File: src/rtl/serial_add_seq_pkg.sv
// Shared types and helpers for the bit-serial adder sequencer.
package serial_add_pkg;

  localparam int DEFAULT_WIDTH = 4;

  // One-hot sequencer states.
  typedef enum logic [2:0] {
    IDLE = 3'b001,
    RUN  = 3'b010,
    DONE = 3'b100
  } state_t;

  // Bit-counter width: enough to hold 0..w-1.
  function automatic int CNT_W(input int w);
    return (w < 2) ? 1 : $clog2(w);
  endfunction

endpackage

File: src/rtl/serial_add_seq_if.sv
// Request/result bus of the serial adder: operands in, status and result out.
interface serial_add_if import serial_add_pkg::*; #(
  parameter int WIDTH = DEFAULT_WIDTH
);
  logic             start;
  logic [WIDTH-1:0] op_a;
  logic [WIDTH-1:0] op_b;
  logic             cin;
  logic             busy;
  logic             done;
  logic [WIDTH-1:0] sum;
  logic             cout;

  modport master (output start, op_a, op_b, cin, input busy, done, sum, cout);
  modport slave  (input start, op_a, op_b, cin, output busy, done, sum, cout);
endinterface

File: src/rtl/serial_add_seq_shreg.sv
// Right-shift register with parallel load (priority), shift-enable and serial-in at the MSB.
module serial_shreg #(
  parameter int WIDTH = 4
) (
  input  logic             clk,
  input  logic             rst,
  input  logic             load,
  input  logic [WIDTH-1:0] d,
  input  logic             shift_en,
  input  logic             ser_in,
  output logic [WIDTH-1:0] q
);

  // Load wins over shift; shifting moves toward the LSB.
  always_ff @(posedge clk or posedge rst) begin
    if (rst)           q <= '0;
    else if (load)     q <= d;
    else if (shift_en) q <= {ser_in, q[WIDTH-1:1]};
  end

endmodule

File: src/rtl/serial_add_seq.sv
// Bit-serial add sequencer: feeds an external 1-bit full-adder cell LSB first,
// closes its carry through a register and assembles the WIDTH-bit result.
module serial_add_seq import serial_add_pkg::*; #(
  parameter int WIDTH = DEFAULT_WIDTH
) (
  input  logic         clk,
  input  logic         rst,
  serial_add_if.slave  bus,
  output logic         fa_a,
  output logic         fa_b,
  output logic         fa_ci,
  input  logic         fa_s,
  input  logic         fa_co
);

  localparam int            CW   = CNT_W(WIDTH);
  localparam logic [CW-1:0] LAST = CW'(WIDTH - 1);

  state_t           state;
  logic             carry_r;
  logic [CW-1:0]    cnt;
  logic [WIDTH-1:0] sum_r;
  logic             cout_r;

  logic [WIDTH-1:0] a_q, b_q, s_q, s_nxt;
  logic             accept, run;
  logic             unused_bits;

  assign accept = (state == IDLE) && bus.start;
  assign run    = (state == RUN);

  // Result as it will look after this edge's shift; committed whole on the last bit.
  assign s_nxt  = {fa_s, s_q[WIDTH-1:1]};

  // Only the LSBs of the operand shifters and the upper sum bits are consumed here.
  assign unused_bits = ^{a_q[WIDTH-1:1], b_q[WIDTH-1:1], s_q[0]};

  serial_shreg #(.WIDTH(WIDTH)) u_a_sh (
    .clk(clk), .rst(rst), .load(accept), .d(bus.op_a),
    .shift_en(run), .ser_in(1'b0), .q(a_q)
  );

  serial_shreg #(.WIDTH(WIDTH)) u_b_sh (
    .clk(clk), .rst(rst), .load(accept), .d(bus.op_b),
    .shift_en(run), .ser_in(1'b0), .q(b_q)
  );

  serial_shreg #(.WIDTH(WIDTH)) u_sum_sh (
    .clk(clk), .rst(rst), .load(1'b0), .d('0),
    .shift_en(run), .ser_in(fa_s), .q(s_q)
  );

  // Cell inputs are quiet outside RUN.
  assign fa_a  = run ? a_q[0] : 1'b0;
  assign fa_b  = run ? b_q[0] : 1'b0;
  assign fa_ci = run ? carry_r : 1'b0;

  // Status decoded straight from the state register, so glitch-free.
  assign bus.busy = run;
  assign bus.done = (state == DONE);
  assign bus.sum  = sum_r;
  assign bus.cout = cout_r;

  // Sequencer: accept in IDLE, one bit per edge in RUN, single DONE cycle.
  always_ff @(posedge clk or posedge rst) begin
    if (rst) begin
      state   <= IDLE;
      carry_r <= 1'b0;
      cnt     <= '0;
      sum_r   <= '0;
      cout_r  <= 1'b0;
    end else begin
      case (state)
        IDLE: begin
          if (bus.start) begin
            carry_r <= bus.cin;
            cnt     <= '0;
            state   <= RUN;
          end
        end
        RUN: begin
          carry_r <= fa_co;
          if (cnt == LAST) begin
            cnt    <= '0;
            sum_r  <= s_nxt;
            cout_r <= fa_co;
            state  <= DONE;
          end else begin
            cnt <= cnt + 1'b1;
          end
        end
        DONE:    state <= IDLE;
        default: state <= IDLE;
      endcase
    end
  end

endmodule

File: src/flat_wrapper.sv
// flat-port wrapper written by rule: the top's interface ports become plain ports
module serial_add_seq_flat import serial_add_pkg::*;
#(
  parameter int WIDTH = DEFAULT_WIDTH
)
  (clk, rst, fa_a, fa_b, fa_ci, fa_s, fa_co, bus_start, bus_op_a, bus_op_b, bus_cin, bus_busy, bus_done, bus_sum, bus_cout);
  serial_add_if #(.WIDTH(WIDTH)) bus_i ();
  input  logic clk;
  input  logic rst;
  output logic fa_a;
  output logic fa_b;
  output logic fa_ci;
  input  logic fa_s;
  input  logic fa_co;
  input wire logic [$bits(bus_i.start)-1:0] bus_start;
  input wire logic [$bits(bus_i.op_a)-1:0] bus_op_a;
  input wire logic [$bits(bus_i.op_b)-1:0] bus_op_b;
  input wire logic [$bits(bus_i.cin)-1:0] bus_cin;
  output wire logic [$bits(bus_i.busy)-1:0] bus_busy;
  output wire logic [$bits(bus_i.done)-1:0] bus_done;
  output wire logic [$bits(bus_i.sum)-1:0] bus_sum;
  output wire logic [$bits(bus_i.cout)-1:0] bus_cout;
  assign bus_i.start = bus_start;
  assign bus_i.op_a = bus_op_a;
  assign bus_i.op_b = bus_op_b;
  assign bus_i.cin = bus_cin;
  assign bus_busy = bus_i.busy;
  assign bus_done = bus_i.done;
  assign bus_sum = bus_i.sum;
  assign bus_cout = bus_i.cout;
  serial_add_seq #(.WIDTH(WIDTH)) u_core (.clk(clk), .rst(rst), .bus(bus_i), .fa_a(fa_a), .fa_b(fa_b), .fa_ci(fa_ci), .fa_s(fa_s), .fa_co(fa_co));
endmodule
File: config.mk
export PLATFORM = sky130hd
export DESIGN_NAME = serial_add_seq_flat
export DESIGN_NICKNAME = d
export VERILOG_FILES = /design/src/rtl/serial_add_seq_pkg.sv /design/src/rtl/serial_add_seq_if.sv /design/src/rtl/serial_add_seq_shreg.sv /design/src/rtl/serial_add_seq.sv /design/src/flat_wrapper.sv
export SDC_FILE = /design/constraint.sdc
export NUM_CORES = 1
export LEC_CHECK = 0
export CORE_ASPECT_RATIO = 0.8
export CORE_MARGIN = 1.5
export CORE_UTILIZATION = 34
export DETAILED_ROUTE_END_ITERATION = 12
export PLACE_DENSITY = 0.58
export SETUP_SLACK_MARGIN = 0.05
export SLEW_MARGIN = 10
export SYNTH_ARGS = -nofsm -noshare
export SYNTH_HDL_FRONTEND = slang
export SYNTH_HIERARCHICAL = 1
export SYNTH_SLANG_ARGS = --single-unit
export TNS_END_PERCENT = 30
File: constraint.sdc
create_clock -name clk -period 4.21 [get_ports clk]
set_input_delay 0.421 -clock clk [delete_from_list [all_inputs] [get_ports clk]]
set_output_delay 0.421 -clock clk [all_outputs]
set_load 0.01 [all_outputs]
Run 1, met3 routing:
Bar = 20 um. Cells faint in the background.
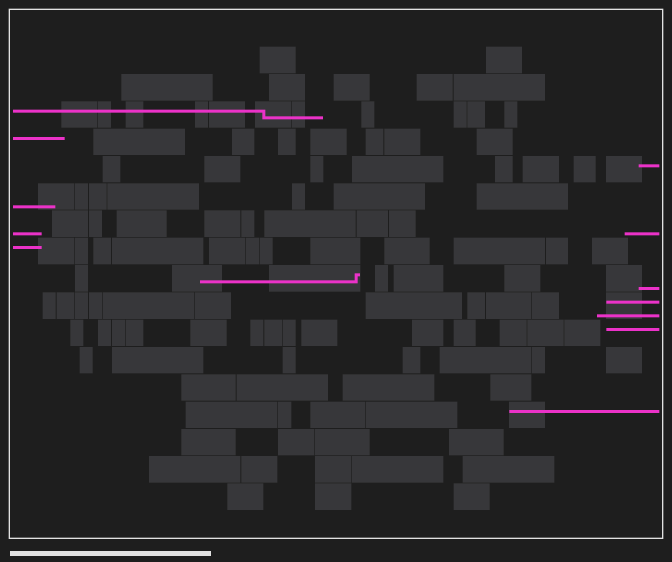
- main direction: horizontal
- wire length on this layer: 98.7 um
- longest straight run: 24.8 um
detailed-route wire length: 1.647 mm
number of vias in the routed layout: 674
global-route track usage on met3: 4.731%

Run 1, M2 wires:
Cells faint in the background.
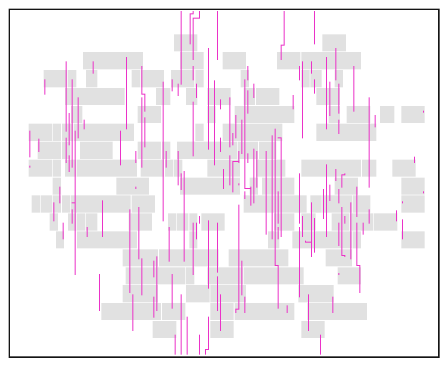
- nets with wire on the layer: 103
- main direction: vertical
- share of all routed wire: 46%
- longest straight run: 21.8 um
routing usage on met2: 18.73%

Run 1, wiring by layer:
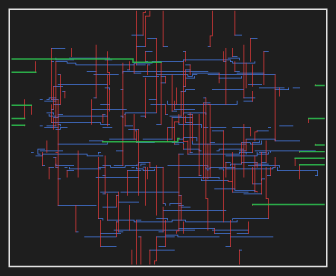
- M2: red (wire length 757 um)
- M1: blue (wire length 792 um)
- M3: green (wire length 98.7 um)
gr usage total: 11.32%
Routed WL per cell: 10.42 um

Run 1, clock distribution:
Bar = 20 um.
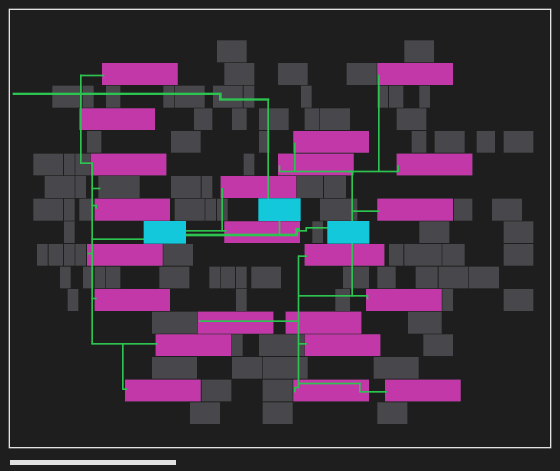
- flip-flops: magenta (count 22)
- clock-net drivers: cyan (count 3)
- clock wires: green (length 248 um)
- routed clock nets: 4
P_clk: 0.146 mW
Max Clock Skew: 5.946 ps
clock network power share: 20.0%
Clock Latency Late Sink: 260 ps

run 1: state kept, by name (all words and copies together) (netlist names):
register	cells
u_core/cnt	2
u_core/u_b_sh/q	4
u_core/u_sum_sh/q	3
u_core/state	3
u_core/bus.sum	4
u_core/bus.cout	1
u_core/carry_r	1
u_core/u_a_sh/q	4
run 1: through the flow:
step	power [mW]	util, %	instances
after floorplan	0.5208	-	97
after global placement	0.5872	46.17	154
after detailed placement	0.5924	46.17	154
after CTS	0.7415	48.12	158
after global routing	0.7884	48.12	158
final	0.7286	48.12	158
run 1: layer usage:
metal / routed length (um) / share of wire, % / vias to the layer above / global-route usage, %
met5: 0 / 0 / - / 0
met4: 0 / 0 / 0 / 3.191
met3: 98 / 6.0 / 0 / 4.731
met2: 756 / 46 / 15 / 18.73
met1: 791 / 48 / 303 / 13.61
li1: - / - / 356 / -
run 1: layout make-up:
class                   instances  area share [%]
inverters                       6           1.746
repair buffers                 23           16.91
multi-input cells              65           33.27
flip-flops and latches         22           40.53
clock buffers                   4           4.044
well taps                      38           3.493
run 1: worst paths after layout:
path                                                     to  cells after the start                   startpoint  slack, ps
max                                                    fa_b                      4  u_core/state[2]$_DFFE_PP0P_       1720
min                        u_core/u_sum_sh/q[3]$_DFFE_PP0P_                      2                          rst        420
max reg2reg                   u_core/bus.sum[0]$_DFFE_PP0P_                      4  u_core/state[2]$_DFFE_PP0P_       2410
min reg2reg                      u_core/carry_r$_DFFE_PP0P_                      1   u_core/carry_r$_DFFE_PP0P_        520
max in group asynchronous       u_core/state[0]$_DFFE_PP1P_                      2                          rst       3330
min in group clk                 u_core/carry_r$_DFFE_PP0P_                      1   u_core/carry_r$_DFFE_PP0P_        520
run 1: power groups by stage:
stage	clock, mW	combinational, mW	sequential [mW]
6_report	0.146	0.248	0.335
5_1_grt	0.163	0.281	0.345
4_1_cts	0.152	0.253	0.336
3_5_place_dp	0	0.253	0.339
3_3_place_gp	0	0.249	0.338
2_1_floorplan	0	0.186	0.335
==> metrics.yaml, run 1 <==
postLayoutCellArea_um2: 1361
place_ws_ps: 1986
chipWidth_um: 64.98
setup_total_negative_slack_ps: 0
clock.fmax_mhz: 401.5
gp_routability_congestion: 0.7380
drv_slew: 0
maximum_number_of_pins_on_one_net_before_global_route_repair: 20
timing.final.ws_setup_ps: 1719
route.antenna.remaining_nets: 0
worst-setup-path-type: "flip-flop to output port"
grt_remaining_overflow: 0
cts-resized-gates: 0
design.core.area_um2: 2829
clk_pin_slew_ps: 80
report.final.hold_viol_count: 0
dieArea_um2: 3416
antenna_found_initial: 0
postSynthAreaPerCell_um2: 12.01
finalSetupViolCount: 0
crit_path_top_delay_cell: "sky130_fd_sc_hd__clkdlybuf4s50_1"
insertedDiodeCount: 0
layout-drive-gt1-share_pct: 11.67
synth_area_um2: 1045
final_layout_top_logic_cell: "sky130_fd_sc_hd__clkdlybuf4s50_1"
cts_num_sinks: 22
wire_length_of_the_first_global_routing_pass_mm: 2.856
outcome: "finished clean"
sequentialPowerShare_pct: 45.9
total_area_of_sequential_cells_um2: 551.8
critPathBufInv: 2
worst_hold_slack_ps: 424.6
cts.path.max_buffers: 2
cp.required_ps: 3790
clock_tree_from_tritoncts: "done"
dominant_logic_cell_types_in_the_final_layout: "sky130_fd_sc_hd__clkdlybuf4s50_1 (23), sky130_fd_sc_hd__dfrtp_1 (21)"
--- run 2 (diff from run 1) ---
clock period = 2.6 ns   (was 4.21 ns; I/O delays follow)
Run 2, wiring by layer:
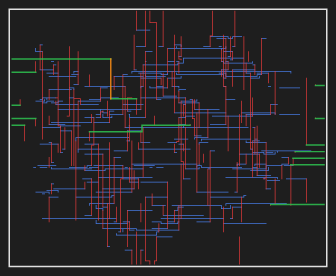
- M3: green (wire length 98.7 um)
- M2: red (wire length 877 um)
- M1: blue (wire length 859 um)
- M4: orange (wire length 8.20 um)

Run 2, clock distribution:
Bar = 20 um.
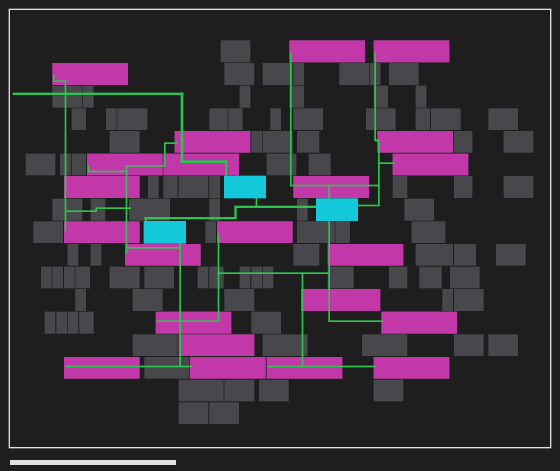
- clock wires: green (length 282 um)
- flip-flops: magenta (count 22)
- clock-net drivers: cyan (count 3)
- routed clock nets: 4

==> run 2 against run 1 <==
Sequential share of layout area shrank 0.22 points. Worst hold slack lost 160 ps. Clock skew about the same. Non-clock buffer count up 1. Wire length up 12%. Utilization is 0.27 points higher. Critical path depth is the same. Via count rose by 4.2%. Global-route usage grew 0.84 points. Setup slack got worse by 1300 ps. First-iteration DRC count rose to 3.4 times the previous value. Highest routed layer is now met4.
==> metrics.yaml, run 2 <==
cts.path.max_buffers: 2
num_io_pins: 24
cts-resized-gates: 0
nFillCells: 260
chipWidth_um: 64.98
timing.final.ws_setup_ps: 436.7
timing.clock.skew_ps: 6.402
drtPass1Iterations: 4
cp.required_ps: 2340
final_layout_top_logic_cell: "sky130_fd_sc_hd__clkdlybuf4s50_1"
worst-setup-path-type: "flip-flop to output port"
worst_hold_slack_ps: 260.9
dominant_logic_cell_types_in_the_final_layout: "sky130_fd_sc_hd__clkdlybuf4s50_1 (23), sky130_fd_sc_hd__dfrtp_1 (21)"
report.final.hold_viol_count: 0
dieArea_um2: 3416
std_cell_rows: 17
insertedDiodeCount: 0
drt-total-wl_mm: 1.842
wl_per_cell_um: 11.58
outcome: "finished clean"
finalPower_mw: 1.202
clkLatencyLatePin_ps: 260
period_used_pct: 83.20
grt_remaining_overflow: 0
grt_util_all_layers_pct: 12.16
cts_num_sinks: 22
route.antenna.remaining_nets: 0
antenna_found_initial: 0
finalSetupViolCount: 0
synth_area_um2: 1045
clock.fmax_mhz: 462.3
total_area_of_sequential_cells_um2: 551.8
detailroute.via_count: 702
critPathBufInv: 2
layout-drive-gt1-share_pct: 12.40
wire_length_of_the_first_global_routing_pass_mm: 3.070
drv_slew: 0
place_ws_ps: 712.1
maximum_number_of_pins_on_one_net_before_global_route_repair: 19
gp_routability_congestion: 0.7285
postSynthAreaPerCell_um2: 12.01
die_height_um: 52.58
clk_pin_slew_ps: 80
synth_warn: 6
crit_path_top_delay_cell: "sky130_fd_sc_hd__clkdlybuf4s50_1"
total_leakage_power_nw: 0.6035
clock_tree_from_tritoncts: "done"
design.core.area_um2: 2829
setup_total_negative_slack_ps: 0
Run 2, met3 routing:
Bar = 20 um. Cells faint in the background.
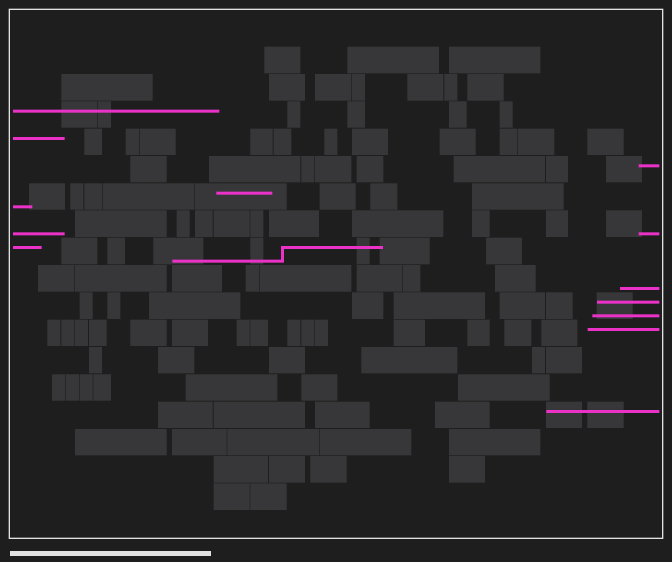
- longest straight run: 20.2 um
- wire length on this layer: 98.7 um

[run 2: final cells by class]
cell class | count | area share (%)
sequential | 22 | 40.31
multi-input combinational | 65 | 33.09
clock buffer | 4 | 4.022
tap | 38 | 3.473
timing repair buffer | 24 | 17.37
inverter | 6 | 1.737
[run 2: routing by layer]
layer | vias to the layer above | GRT usage, % | part of all wire, % | wire length (um)
met1 | 331 | 15.22 | 47 | 858
li1 | 354 | - | - | -
met3 | 2 | 4.086 | 5.3 | 98
met2 | 15 | 20.27 | 48 | 877
met4 | 0 | 3.191 | 0.43 | 8
met5 | - | 0 | 0 | 0
[run 2: metrics by stage]
step	instances	area [um^2]	utilization, %
floorplan	97	1082	-
global placement	155	1314	46.44
detailed placement	155	1314	46.44
CTS	159	1369	48.39
global route	159	1369	48.39
finish	159	1369	48.39
[run 2: path summary, 6_finish.rpt]
| kind | startpoint | endpoint | slack [ps] | cells past startpoint |
|---|---|---|---|---|
| max in group asynchronous | rst | u_core/state[0]$_DFFE_PP1P_ | 1890 | 2 |
| worst min register to register | u_core/cnt[1]$_DFFE_PP0P_ | u_core/cnt[1]$_DFFE_PP0P_ | 510 | 1 |
| min in group clk | u_core/cnt[1]$_DFFE_PP0P_ | u_core/cnt[1]$_DFFE_PP0P_ | 510 | 1 |
| worst max-delay path | u_core/state[2]$_DFFE_PP0P_ | fa_b | 440 | 4 |
| worst max register to register | u_core/state[2]$_DFFE_PP0P_ | u_core/bus.sum[0]$_DFFE_PP0P_ | 730 | 5 |
| worst min-delay path | rst | u_core/u_sum_sh/q[3]$_DFFE_PP0P_ | 260 | 2 |
[run 2: worst reg2reg max path: stages, from the launching register on]
cell,delay [ps]
sky130_fd_sc_hd__dfrtp_1,410
sky130_fd_sc_hd__or3b_4,420
sky130_fd_sc_hd__clkinv_2,140
sky130_fd_sc_hd__buf_4,230
sky130_fd_sc_hd__and2_4,240
sky130_fd_sc_hd__mux2_4,310
[run 2: report_power, final]
| group | switching, mW | internal (mW) | total, mW |
|---|---|---|---|
| sequential | 0.0746 | 0.471 | 0.546 |
| clock | 0.108 | 0.135 | 0.243 |
| combinational | 0.183 | 0.230 | 0.413 |
--- run 3 (diff from run 2) ---
PLACE_DENSITY = 0.6   (was 0.58)
clock period = 1.8 ns   (was 2.6 ns; I/O delays follow)
Run 3, congestion heat map:
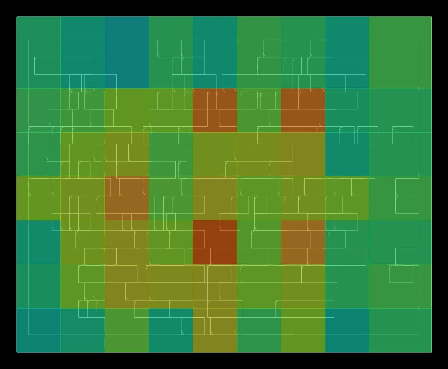
Routed WL per cell: 11.36 um
final core utilization: 49.49%
routing usage on met2: 21.13%

Run 3, M2 wires:
Cells faint in the background.
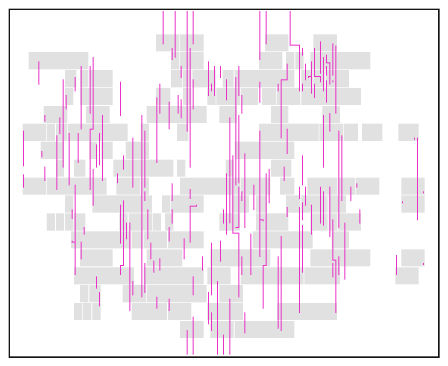
- wire length on this layer: 847 um
- longest straight run: 27.5 um
- share of all routed wire: 45%
number of vias in the routed layout: 717
detailed-route wire length: 1.863 mm

==> run 3 against run 2 <==
Sequential share of layout area is 0.90 points lower. Final cell count is 3.1% higher. Combinational power is 55% higher. Synthesized cell count stayed put. Clock power is 42% higher. Via count is 2.1% higher.
==> metrics.yaml, run 3 <==
outcome: "finished clean"
r2r_setup_slack_ps: 260
design.core.area_um2: 2829
setup.worst_path.end: "bus_done"
postSynthAreaPerCell_um2: 12.01
start_kind: "flip-flop"
worst_ir_drop_vdd_mv: 0.6191
worstHoldPathType: "input port to asynchronous set/reset pin"
post_synth_inst_count: 87
drv_slew: 0
clock.fmax_mhz: 578.7
worst_ep_arrival_time_ps: 1550
cp.required_ps: 1620
route.antenna.remaining_nets: 0
final.min_clock_period_ps: 1728
drc_errors: 0
root_buffer: "sky130_fd_sc_hd__clkbuf_8"
synth_area_um2: 1045
r2r_cells: 4
drv_cap: 0
top_usage_layer: "met2"
clkLatencyLatePin_ps: 260
die_height_um: 52.58
cts.path.max_buffers: 2
ctsHtreeMaxLevel: 1
dp_hpwl_mm: 1.455
cellPowerDensity_nw_per_um2: 1267
dieArea_um2: 3416
clock_tree_from_tritoncts: "done"
dp.cells: 159
warnings: 27
setup_repair_after_global_routing_missed_its_margin: "yes"
cts_made_buffers: 3
nFillCells: 254
timing.critical_path.from: "u_core/state[1]$_DFFE_PP0P_"
antenna_found_initial: 0
grt.met1_usage_pct: 16.73
report.final.hold_viol_count: 0
vias_per_cell: 4.372
grt_util_met3_pct: 4.731
synth_warn: 6
drtPass1Iterations: 4
critPathMaxStageDelay_ps: 570
r2r-end: "u_core/bus.sum[2]$_DFFE_PP0P_"
cts_num_sinks: 22
vias_in_the_first_global_route: 713
chipWidth_um: 64.98
crit_path_top_delay_cell: "sky130_fd_sc_hd__clkdlybuf4s50_1"
worst_hold_slack_ps: 194.6
numPortBuffers: 23
layoutNonFillerInstCount: 164
fp_util_pct: 36.93
gp_routability_congestion: 0.7509
crit_path_end_kind: "output port"
cts-hold-fix-buffers: 0
maximum_number_of_pins_on_one_net_before_global_route_repair: 13
finalPower_mw: 1.774
critical_path_peak_fanout: 4
grt_remaining_overflow: 0
clk_pin_slew_ps: 80
drtIter0Drc: 27
final_layout_top_logic_cell: "sky130_fd_sc_hd__dfrtp_1"
wire_length_of_the_first_global_routing_pass_mm: 3.353
std_cell_rows: 17
finalSetupViolCount: 0
total_leakage_power_nw: 0.6411
layout-drive-gt1-share_pct: 16.67
period_used_pct: 96.01
r2r-start: "u_core/state[2]$_DFFE_PP0P_"
num_io_pins: 24
grt_util_all_layers_pct: 13.21
worst-setup-path-type: "flip-flop to output port"
dominant_logic_cell_types_in_the_final_layout: "sky130_fd_sc_hd__dfrtp_1 (21), sky130_fd_sc_hd__clkdlybuf4s50_1 (19)"
design.final.nets: 142
setup_total_negative_slack_ps: 0
worstPathCellList: "buf_4 -> nor3b_1 -> clkdlybuf4s50_1"
insertedDiodeCount: 0
Run 3, clock distribution:
Bar = 20 um.
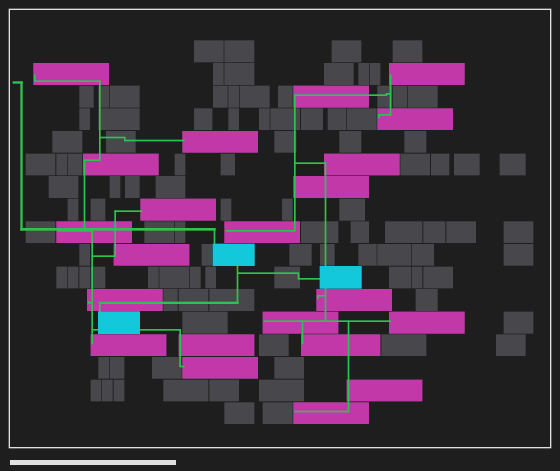
- clock wires: green (length 271 um)
- flip-flops: magenta (count 22)
- clock-net drivers: cyan (count 3)
- routed clock nets: 4
Max Clock Skew: 3.359 ps
P_clk: 0.346 mW
clock network power share: 19.5%

[run 3: timing repair]
action / in CTS / in global routing
buffers inserted: 1 / 0
resized: 5 / 3
setup endpoints to repair: 4 / 4
[run 3: power breakdown]
group          switching (mW)  internal [mW]  total (mW)  leakage (nW)
clock                   0.151          0.195       0.346        0.0288
combinational           0.284          0.359       0.642         0.333
sequential              0.105          0.681       0.786         0.279
total                   0.539           1.23        1.77         0.641
[run 3: how the worst min path moves through the flow]
stage                     from                               end  slack, ps  cells after the start
final                      rst  u_core/u_sum_sh/q[2]$_DFFE_PP0P_        190                      2
after floorplan            rst  u_core/u_sum_sh/q[1]$_DFFE_PP0P_        -70                      1
after detailed placement   rst  u_core/u_sum_sh/q[2]$_DFFE_PP0P_        480                      2
after CTS                  rst  u_core/u_sum_sh/q[2]$_DFFE_PP0P_        190                      2
after global placement     rst  u_core/u_sum_sh/q[2]$_DFFE_PP0P_        470                      2
after global routing       rst  u_core/u_sum_sh/q[2]$_DFFE_PP0P_        230                      2
[run 3: metrics by stage]
step	cell area, um^2	setup slack (ps)
3_3_place_gp	1344	81.32
6_report	1400	71.88
2_1_floorplan	1082	187.3
3_5_place_dp	1344	45.06
5_1_grt	1400	2.511
4_1_cts	1403	55.09
[run 3: per-layer routing]
metal | wire [um] | vias to the layer above
li1 | - | 367
met1 | 908 | 330
met2 | 846 | 18
met5 | 0 | -
met4 | 17 | 0
met3 | 90 | 2
[run 3: worst max-delay path: cells and delay by family (launching register included)]
kind / cells / cell delay [ps]
simple gates: 1 / 190
buf+inv: 2 / 710
flops: 1 / 390
[run 3: cell type report]
class / count / area (um^2) / share of cell area, %
multi-input cells: 65 / 452.9 / 32.35
flip-flops and latches: 22 / 551.8 / 39.41
repair buffers: 29 / 267.8 / 19.12
inverters: 6 / 25.02 / 1.787
clock buffers: 4 / 55.05 / 3.932
well taps: 38 / 47.55 / 3.396
Power and IR drop assume default switching activity.
